Figure 1. I/O nets highlighted.
Scale bar: 20 um.
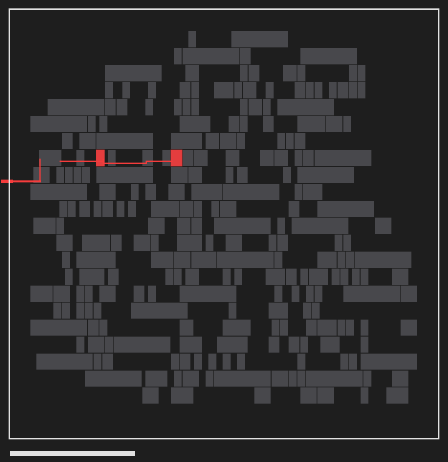
Figure 2. The metal 1 layer.
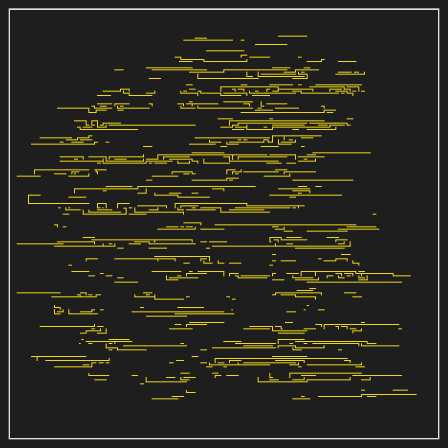
Design vga_pattern_scheduler, sky130hd; sources not shown.
==> reports/metrics.yaml <==
ctsLongestPathBuffers: 2
ys.flops: 28
gp_congestion: 0.799
wl_per_cell_um: 11.7
netlist.area_leader.share_pct: 44.7
numCtsBuffers: 3
crit_arrival_ns: 1.77
hpwl_um: 2460
rows: 22
cts.clk_slew.worst_paths_ns: 0.10
hold_depth: 1
final_util_pct: 52.1
grt.busiest_layer: "met2"
vias_per_cell: 4.86
maxCapViolCount: 0
fin_cells: 288
peakVddDrop_mv: 0.772
fp_util_pct: 42.2
top_cells_by_area: "dfrtp_1 (45%), nand2_1 (16%), nor2_1 (6.2%), nand3_1 (4.8%), inv_1 (3.6%)"
critPathCaptureType: "register"
async_flop_share_pct: 100
cp.depth: 11
timing.final.max_slew_violations: 0
rsz0062_at_grt: "no"
ys_types: 27
seq_area_frac_synth_pct: 44.7
grt_use_met2_pct: 26.9
synthCells: 206
dp_cells: 284
ys_area_sq_mm: 0.00157
hp-class: "register to register"
drcViolationCount: 0
ff_type: "dfrtp_1"
worstPathRequired_ns: 1.93
grt_pass1_wl_um: 5980
cp_cell_sequence: "ha_1 -> nand2_1 -> nor2_2 -> nand3_1 -> nand2_1 -> inv_2 -> nand3_2 -> nand2_4 -> clkinv_4 -> nand2_1 -> nand2_1"
cts_root_buffer: "clkbuf_8"
p_leak_uw: 0.000983
cts.sinks: 28
finalHoldViolCount: 0
tool_warnings: 26
fmax_ghz: 0.574
first_pass_iters: 4
die_width_um: 68.6
top_area_cell: "dfrtp_1"
layout-drive-gt1-share_pct: 19.6
layout_top_cell: "nand2_1"
ant_nets: 0
gr-usage-met3_pct: 2.43
slew_headroom_pct: 75.5
cp_num_buf_inv: 2
fin_crit_ns: 1.74
edf_count: 0
yosys_cells: 206
overflow: 0
gr-usage-all-layers_pct: 16.8
slowest_stage: "dfrtp_1"
antenna_found_initial: 0
dieArea_sq_mm: 0.00471
power_density_mw_per_mm2: 1090
path_max_fanout: 9
mostFrequentLayoutCells: "nand2_1 (65), dfrtp_1 (28), nor2_1 (26), buf_4 (26)"
finalSetupViolCount: 0
syn_area_sq_mm: 0.00157
cpPeakStageDelay_ns: 0.43
rrSetupSlack_ns: 0.16
syn_nets: 217
largest_reg_flops: 8
clock_latency_ns: 0.28
rr_worst_depth: 11
antennaDiodeCount: 0
crit_path_start_kind: "register"
grt_pass1_vias: 1324
die_h_um: 68.6
status: "finished clean"
fillers: 373
design.core.area_sq_mm: 0.00372
worstSetupPathType: "register to register"
finalClockPeriodUsage_pct: 91.7
syn_to_final_growth_pct: 23.4
grt_start_max_net_pins: 29
fin_nets: 252
cp_top_family: "simple AND/OR/NAND/NOR gates"
drtIter0Drc: 85
yosysWarnings: 0
cts_tree: "done"
syn_area_per_cell_sq_um: 7.61
htreeDepth: 1
worst_pin_slew_ns: 0.368
critPathMostFrequentCell: "nand2_1"
Notes on Figure 1 above:
Key: auto_en = red [bits 1, direction input, edge left, end cells 2, wire 26.9 um]
PortBufs: 19
Top Ports: 20

Notes on Figure 2 above:
224 nets have wire on it. The layer holds 50% of the routed length. The wires run mostly horizontal. The layer carries 1,690 um of wire. The longest straight run is 22.5 um.
routing usage on met1: 23.2%
final wirelength: 3370 um
DR vias: 1,399

cell usage after synthesis (3+ instances only):
cell type / count
nand3_1: 15
nand2_2: 3
nand4_1: 8
inv_1: 15
a21oi_1: 4
ha_1: 3
dfrtp_1: 28
inv_2: 5
nor2_1: 26
xor2_1: 6
nand2_1: 65
o21ai_0: 10
stage by stage:
step | area, sq um | TNS, ns | total power, uW | setup slack [ns] | hold slack (ns)
2_1_floorplan | 1570 | 0 | 1460 | 0.197 | -0.0656
3_3_place_gp | 1880 | -2.03 | 1750 | -0.140 | 0.305
3_5_place_dp | 1880 | -2.33 | 1760 | -0.151 | 0.311
4_1_cts | 1930 | 0 | 2140 | 0.149 | 0.329
5_1_grt | 1930 | 0 | 2270 | 0.0125 | 0.357
6_report | 1930 | 0 | 2120 | 0.158 | 0.322
where the power goes:
group	switching, uW	internal (uW)
clock network	190	186
registers	133	733
logic	574	302
total	896	1220
final cells by class:
class	count	area, sq um	share of cell area (%)
Sequential cell	28	701	36.2
Inverter	21	83.8	4.33
Clock buffer	4	55.1	2.85
Timing Repair Buffer	33	265	13.7
Tap cell	48	60.1	3.10
Multi-Input combinational cell	154	769	39.8
per-layer routing:
layer  vias up  wire length (um)
li1        727                 -
met1       648              1690
met5         -                 0
met2        19              1550
met4         0                48
met3         5                91
cells by family (layout without fill, tap and decap cells):
group / after synthesis / in the layout / share of synthesized area, %
XOR/XNOR: 7 / 7 / 3.91
AND-OR/OR-AND: 17 / 17 / 5.51
buffers and inverters: 24 / 58 / 6.22
adder cells (fa/ha/maj): 3 / 3 / 2.39
AND/OR/NAND/NOR: 127 / 127 / 37.3
flip-flops: 28 / 28 / 44.7
Power figures rest on the tool's default switching activity, not on a simulated workload.
